`src/rtl/wb_arbiter_if.sv`:
```
`default_nettype none
//==============================================================================
// Module   : wb_arbiter_if
// Brief    : Write-back arbiter bus: ALU result, load handshake, hazard query,
//            register-file write port and FIFO occupancy.
// Revision : 1.0
//==============================================================================
interface wb_arbiter_if #(
    parameter int DEPTH = 4
);
    localparam int CNT_W = $clog2(DEPTH) + 1;

    // ALU result from EX/MEM
    logic             EXMEM_wrEn;
    logic [4:0]       EXMEM_rD;
    logic [2:0]       EXMEM_ppp;
    logic [63:0]      EXMEM_data;

    // load / NIC return handshake
    logic             ld_valid;
    logic             ld_ready;
    logic [4:0]       ld_rD;
    logic [2:0]       ld_ppp;
    logic [63:0]      ld_data;

    // decode hazard query
    logic [4:0]       ID_rA;
    logic [4:0]       ID_rB;
    logic             pend_rA;
    logic             pend_rB;

    // register-file write port
    logic             WB_wrEn;
    logic [4:0]       WB_rD;
    logic [2:0]       WB_ppp;
    logic [63:0]      WB_rD_data;

    logic [CNT_W-1:0] fifo_count;

    // Pipeline / environment side
    modport master (
        output EXMEM_wrEn, EXMEM_rD, EXMEM_ppp, EXMEM_data,
        output ld_valid, ld_rD, ld_ppp, ld_data,
        output ID_rA, ID_rB,
        input  ld_ready, pend_rA, pend_rB,
        input  WB_wrEn, WB_rD, WB_ppp, WB_rD_data,
        input  fifo_count
    );

    // Arbiter side
    modport slave (
        input  EXMEM_wrEn, EXMEM_rD, EXMEM_ppp, EXMEM_data,
        input  ld_valid, ld_rD, ld_ppp, ld_data,
        input  ID_rA, ID_rB,
        output ld_ready, pend_rA, pend_rB,
        output WB_wrEn, WB_rD, WB_ppp, WB_rD_data,
        output fifo_count
    );
endinterface
`default_nettype wire

```
`src/rtl/wb_arbiter.sv`:
```
`default_nettype none
//==============================================================================
// Module   : wb_arbiter
// Brief    : Owns the register-file write port. ALU results always win; load
//            returns are queued in a DEPTH-entry FIFO and drained in idle
//            slots. Optional macro WB_BYPASS_EN lets a load hit an empty,
//            idle port in its handshake cycle without being queued.
// Revision : 1.0
//==============================================================================
module wb_arbiter #(
    parameter int DEPTH = 4     // power of 2, >= 2; must match the interface
) (
    input  logic        clk,
    input  logic        reset,  // asynchronous, active-low
    wb_arbiter_if.slave bus
);
    localparam int               PTR_W  = $clog2(DEPTH);
    localparam int               CNT_W  = PTR_W + 1;
    localparam logic [CNT_W-1:0] C_FULL = CNT_W'(DEPTH);

    logic [PTR_W-1:0] r_wr_ptr;
    logic [PTR_W-1:0] r_rd_ptr;
    logic [CNT_W-1:0] r_count;
    logic [DEPTH-1:0] r_valid;

    logic [4:0]       r_mem_rd   [DEPTH];
    logic [2:0]       r_mem_ppp  [DEPTH];
    logic [63:0]      r_mem_data [DEPTH];

    logic             r_wb_en;
    logic [4:0]       r_wb_rd;
    logic [2:0]       r_wb_ppp;
    logic [63:0]      r_wb_data;

    logic             w_full;
    logic             w_empty;
    logic             w_ld_fire;
    logic             w_bypass;
    logic             w_enq;
    logic             w_deq;

    logic             w_sel_en;
    logic [4:0]       w_sel_rd;
    logic [2:0]       w_sel_ppp;
    logic [63:0]      w_sel_data;

    logic [DEPTH-1:0] w_hit_a;
    logic [DEPTH-1:0] w_hit_b;

    assign w_full    = (r_count == C_FULL);
    assign w_empty   = (r_count == '0);

    // Ready looks only at the registered count, so a dequeue from a full
    // FIFO frees a slot one edge later.
    assign bus.ld_ready = !w_full && reset;
    assign w_ld_fire    = bus.ld_valid && bus.ld_ready;

`ifdef WB_BYPASS_EN
    assign w_bypass = w_ld_fire && !bus.EXMEM_wrEn && w_empty;
`else
    assign w_bypass = 1'b0;
`endif

    assign w_deq = !bus.EXMEM_wrEn && !w_empty;
    assign w_enq = w_ld_fire && !w_bypass;

    always_comb begin
        w_sel_en   = 1'b0;
        w_sel_rd   = r_mem_rd[r_rd_ptr];
        w_sel_ppp  = r_mem_ppp[r_rd_ptr];
        w_sel_data = r_mem_data[r_rd_ptr];
        if (bus.EXMEM_wrEn) begin
            w_sel_en   = 1'b1;
            w_sel_rd   = bus.EXMEM_rD;
            w_sel_ppp  = bus.EXMEM_ppp;
            w_sel_data = bus.EXMEM_data;
        end else if (!w_empty) begin
            w_sel_en   = 1'b1;
        end else if (w_bypass) begin
            w_sel_en   = 1'b1;
            w_sel_rd   = bus.ld_rD;
            w_sel_ppp  = bus.ld_ppp;
            w_sel_data = bus.ld_data;
        end
    end

    // Enqueue and dequeue never target the same slot: dequeue needs a
    // non-empty FIFO and enqueue a non-full one.
    always_ff @(posedge clk or negedge reset) begin
        if (!reset) begin
            r_wr_ptr  <= '0;
            r_rd_ptr  <= '0;
            r_count   <= '0;
            r_valid   <= '0;
            r_wb_en   <= 1'b0;
            r_wb_rd   <= '0;
            r_wb_ppp  <= '0;
            r_wb_data <= '0;
        end else begin
            if (w_enq) begin
                r_wr_ptr           <= r_wr_ptr + 1'b1;
                r_valid[r_wr_ptr]  <= 1'b1;
            end
            if (w_deq) begin
                r_rd_ptr           <= r_rd_ptr + 1'b1;
                r_valid[r_rd_ptr]  <= 1'b0;
            end
            case ({w_enq, w_deq})
                2'b10:   r_count <= r_count + 1'b1;
                2'b01:   r_count <= r_count - 1'b1;
                default: r_count <= r_count;
            endcase

            r_wb_en <= w_sel_en;
            if (w_sel_en) begin
                r_wb_rd   <= w_sel_rd;
                r_wb_ppp  <= w_sel_ppp;
                r_wb_data <= w_sel_data;
            end
        end
    end

    // Payload storage carries no reset; r_valid qualifies every entry.
    always_ff @(posedge clk) begin
        if (w_enq) begin
            r_mem_rd[r_wr_ptr]   <= bus.ld_rD;
            r_mem_ppp[r_wr_ptr]  <= bus.ld_ppp;
            r_mem_data[r_wr_ptr] <= bus.ld_data;
        end
    end

    for (genvar i = 0; i < DEPTH; i++) begin : g_hazard
        assign w_hit_a[i] = r_valid[i] && (r_mem_rd[i] == bus.ID_rA);
        assign w_hit_b[i] = r_valid[i] && (r_mem_rd[i] == bus.ID_rB);
    end

    assign bus.pend_rA    = |w_hit_a;
    assign bus.pend_rB    = |w_hit_b;

    assign bus.WB_wrEn    = r_wb_en;
    assign bus.WB_rD      = r_wb_rd;
    assign bus.WB_ppp     = r_wb_ppp;
    assign bus.WB_rD_data = r_wb_data;
    assign bus.fifo_count = r_count;

endmodule
`default_nettype wire

```
`src/flat_wrapper.sv`:
```
// flat-port wrapper written by rule: the top's interface ports become plain ports
module wb_arbiter_flat 
#(
    parameter int DEPTH = 4                                                  
)
  (clk, reset, bus_EXMEM_wrEn, bus_EXMEM_rD, bus_EXMEM_ppp, bus_EXMEM_data, bus_ld_valid, bus_ld_rD, bus_ld_ppp, bus_ld_data, bus_ID_rA, bus_ID_rB, bus_ld_ready, bus_pend_rA, bus_pend_rB, bus_WB_wrEn, bus_WB_rD, bus_WB_ppp, bus_WB_rD_data, bus_fifo_count);
  wb_arbiter_if #(.DEPTH(DEPTH)) bus_i ();
  input  logic clk;
  input  logic reset;
  input wire logic [$bits(bus_i.EXMEM_wrEn)-1:0] bus_EXMEM_wrEn;
  input wire logic [$bits(bus_i.EXMEM_rD)-1:0] bus_EXMEM_rD;
  input wire logic [$bits(bus_i.EXMEM_ppp)-1:0] bus_EXMEM_ppp;
  input wire logic [$bits(bus_i.EXMEM_data)-1:0] bus_EXMEM_data;
  input wire logic [$bits(bus_i.ld_valid)-1:0] bus_ld_valid;
  input wire logic [$bits(bus_i.ld_rD)-1:0] bus_ld_rD;
  input wire logic [$bits(bus_i.ld_ppp)-1:0] bus_ld_ppp;
  input wire logic [$bits(bus_i.ld_data)-1:0] bus_ld_data;
  input wire logic [$bits(bus_i.ID_rA)-1:0] bus_ID_rA;
  input wire logic [$bits(bus_i.ID_rB)-1:0] bus_ID_rB;
  output wire logic [$bits(bus_i.ld_ready)-1:0] bus_ld_ready;
  output wire logic [$bits(bus_i.pend_rA)-1:0] bus_pend_rA;
  output wire logic [$bits(bus_i.pend_rB)-1:0] bus_pend_rB;
  output wire logic [$bits(bus_i.WB_wrEn)-1:0] bus_WB_wrEn;
  output wire logic [$bits(bus_i.WB_rD)-1:0] bus_WB_rD;
  output wire logic [$bits(bus_i.WB_ppp)-1:0] bus_WB_ppp;
  output wire logic [$bits(bus_i.WB_rD_data)-1:0] bus_WB_rD_data;
  output wire logic [$bits(bus_i.fifo_count)-1:0] bus_fifo_count;
  assign bus_i.EXMEM_wrEn = bus_EXMEM_wrEn;
  assign bus_i.EXMEM_rD = bus_EXMEM_rD;
  assign bus_i.EXMEM_ppp = bus_EXMEM_ppp;
  assign bus_i.EXMEM_data = bus_EXMEM_data;
  assign bus_i.ld_valid = bus_ld_valid;
  assign bus_i.ld_rD = bus_ld_rD;
  assign bus_i.ld_ppp = bus_ld_ppp;
  assign bus_i.ld_data = bus_ld_data;
  assign bus_i.ID_rA = bus_ID_rA;
  assign bus_i.ID_rB = bus_ID_rB;
  assign bus_ld_ready = bus_i.ld_ready;
  assign bus_pend_rA = bus_i.pend_rA;
  assign bus_pend_rB = bus_i.pend_rB;
  assign bus_WB_wrEn = bus_i.WB_wrEn;
  assign bus_WB_rD = bus_i.WB_rD;
  assign bus_WB_ppp = bus_i.WB_ppp;
  assign bus_WB_rD_data = bus_i.WB_rD_data;
  assign bus_fifo_count = bus_i.fifo_count;
  wb_arbiter #(.DEPTH(DEPTH)) u_core (.clk(clk), .reset(reset), .bus(bus_i));
endmodule
```
`config.mk`:
```
export PLATFORM = sky130hd
export DESIGN_NAME = wb_arbiter_flat
export DESIGN_NICKNAME = d
export VERILOG_FILES = /design/src/rtl/wb_arbiter_if.sv /design/src/rtl/wb_arbiter.sv /design/src/flat_wrapper.sv
export SDC_FILE = /design/constraint.sdc
export NUM_CORES = 1
export LEC_CHECK = 0
export CELL_PAD_IN_SITES_DETAIL_PLACEMENT = 0
export CELL_PAD_IN_SITES_GLOBAL_PLACEMENT = 1
export CORE_ASPECT_RATIO = 0.5
export CORE_MARGIN = 2
export CORE_UTILIZATION = 45
export DETAILED_ROUTE_END_ITERATION = 16
export HOLD_SLACK_MARGIN = 0.03
export PLACE_DENSITY = 0.77
export SYNTH_ARGS = -nofsm -noshare
export SYNTH_HDL_FRONTEND = slang
export SYNTH_SLANG_ARGS = --single-unit
```
`constraint.sdc`:
```
create_clock -name clk -period 3.9 [get_ports clk]
set_input_delay 0.78 -clock clk [delete_from_list [all_inputs] [get_ports clk]]
set_output_delay 0.78 -clock clk [all_outputs]
set_load 0.02 [all_outputs]
```
Fig. 1: met3 routing
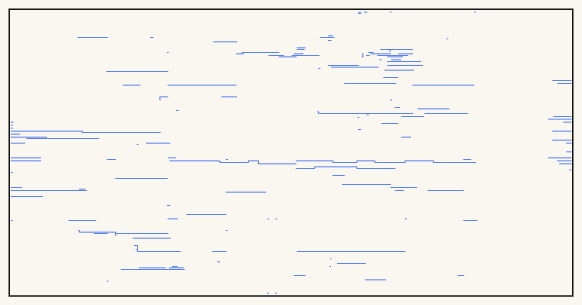
The layer holds 4.2% of the routed length. The longest straight run is 49.5 µm.

Fig. 2: where the registers sit
Other sequential cells in the stronger gray, the rest of the logic in the fainter gray.
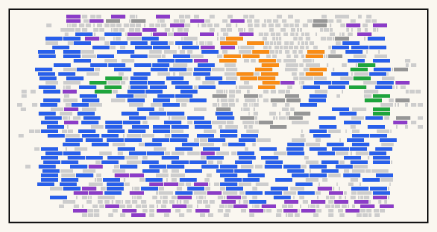
u_core.bus.WB_rD_data: marked purple, placed flops 64, where widely spread. u_core.r_mem_data: marked blue, placed flops 256. u_core.r_mem_rd: marked orange, placed flops 20, where north. u_core.r_mem_ppp: marked green, placed flops 12.
Another 20 sequential cells are not colored.

Fig. 3: track usage over the die
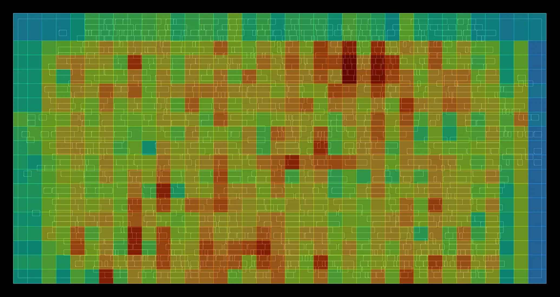
Tot GR Track Use: 0.194
GR Util met2: 0.341

Fig. 4: ports around the boundary
Pins as bars across the die edge, other pins in gray.
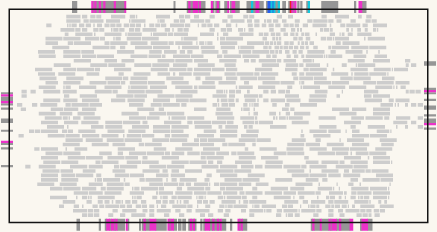
bus_pend_rA: marked red, pins 1, direction output, edge north. bus_ID_rA: marked cyan, pins 5, direction input, edge north. bus_EXMEM_data: marked magenta, pins 64, direction input, edge 37 south, 22 north, 3 west, 2 east. bus_fifo_count: marked blue, pins 3, direction output, edge north.
All pins by edge: 109 south, 101 north, 14 west, 13 east.

==> flow_summary.yaml <==
# yosys + openroad results
status:
  outcome: "finished clean"
synth:
  yosys_warnings: 0
  yosysUniqueCellTypes: 29
  netlist.area_leader.share: 0.600
  common_cells: "edfxtp_1, dfrtp_1, mux4_2"
  syn_inst: 754
  syn_area_um2: 14400
  async_reset_ff_frac: 0.226
  synthXorXnorAreaFrac: 0.0273
  syn_avg_cell_area_um2: 19.1
  edf_count: 288
  ys_area_um2: 14400
cells_and_area:
  bufAreaShareNonClock: 0.137
  fin_cells: 1460
  top_register: "u_core.r_mem_data"
  comb-cell-share: 0.174
  largest_reg_flops: 256
  n_clock_buffer: 51
  clkCellAreaFrac: 0.0629
  nNetsFinal: 1169
  inv_count: 62
  drive_gt1_frac: 0.145
  largest_cell_class: "registers"
  final_cell_area_um2: 18400
  buffers: 251
  flop_area_um2: 10800
  layout.area.comb_um2: 3210
  fillers: 2390
critical_path:
  regToRegSetupSlack_ps: 1350
  rr_worst_depth: 6
  cp.depth: 7
  cp-start-kind: "input port"
  crit_slowest_cell: "clkdlybuf4s50_1"
  r2r_end: "u_core.bus.WB_rD_data[41]$_DFFE_PN0P_"
  cp.required_ps: 3120
  crit_type: "input port to output pin"
  worstPathCellList: "clkdlybuf4s50_1 > xor2_1 > nor4_1 > and3_1 > a31oi_1 > nand3_1 > clkdlybuf4s50_1"
  critPathCapture: "bus_pend_rB"
final_timing:
  hold_violations: 0
  rsz0062_at_grt: "false"
  period_needed_ps: 3500
  slew_viol_final: 0
  worst_clock_skew_ps: 22.5
  finalSetupViolCount: 0
  max_freq_mhz: 286
  finalCritPeriodShare: 0.896
  fin_tns_setup_ps: 0
routing:
  wl_met1_mm: 13.5
  vias: 7848
  viasPerCell: 5.38
  route.detailed.drc: 0
  drt_iter0_drc: 755
  drtPass1Iterations: 7
global_route:
  top_usage_layer: "met2"
  grt_pass1_wl_mm: 49.1
  antenna_found_initial: 1
  met3_usage: 0.0361
  grt_max_degree: 58
  met1_usage: 0.248
cts:
  cts_max_path_buffers: 3
  path_clk_slew_ps: 60
  post_cts.repair.setup_buffers: 0
  clock_latency_ps: 530
  cts_tree: "done"
  cts_resized: 0
run:
  openroad.warnings: 32
die:
  initial_core_util: 0.456
  dieArea_um2: 33600
  die_x_um: 257
  die_height_um: 131
  pin_count: 237
  nWellTaps: 432
placement:
  port-buffer-count: 236
  placed_area_um2: 17300
  gp_congestion: 0.872
  dp_hpwl_mm: 20.8
  placedCellCount: 1397
pwr:
  p_per_area_nw_per_um2: 664
  swShare: 0.291
  power.leakage_uw: 0.00654
  power_frac_clock: 0.282
power by group through the flow:
stage / logic (µW) / registers (µW) / clock network [µW]
global placement: 3420 / 5450 / 0
detailed placement: 3470 / 5470 / 0
floorplan: 1860 / 5660 / 0
finish: 3400 / 5390 / 3450
global route: 3660 / 5460 / 3690
CTS: 3480 / 5400 / 3530
placed cells by master, fill, tap and decap left out, types with 10 or more instances in the layout:
cell type and instances:
clkbuf_1 10, clkbuf_16 34, xnor2_1 11, buf_4 11, inv_1 60, clkdlybuf4s50_1 234, xor2_1 34, mux4_2 72
nor2_1 45, o22ai_1 22, dfrtp_1 82, a222oi_1 50, edfxtp_1 288
through the flow:
stage	total power, µW	hold WS, ps
2_1_floorplan	7520	484
3_3_place_gp	8870	480
3_5_place_dp	8940	487
4_1_cts	12400	355
5_1_grt	12800	379
6_report	12200	346
Power is estimated from default activity; no workload was simulated.
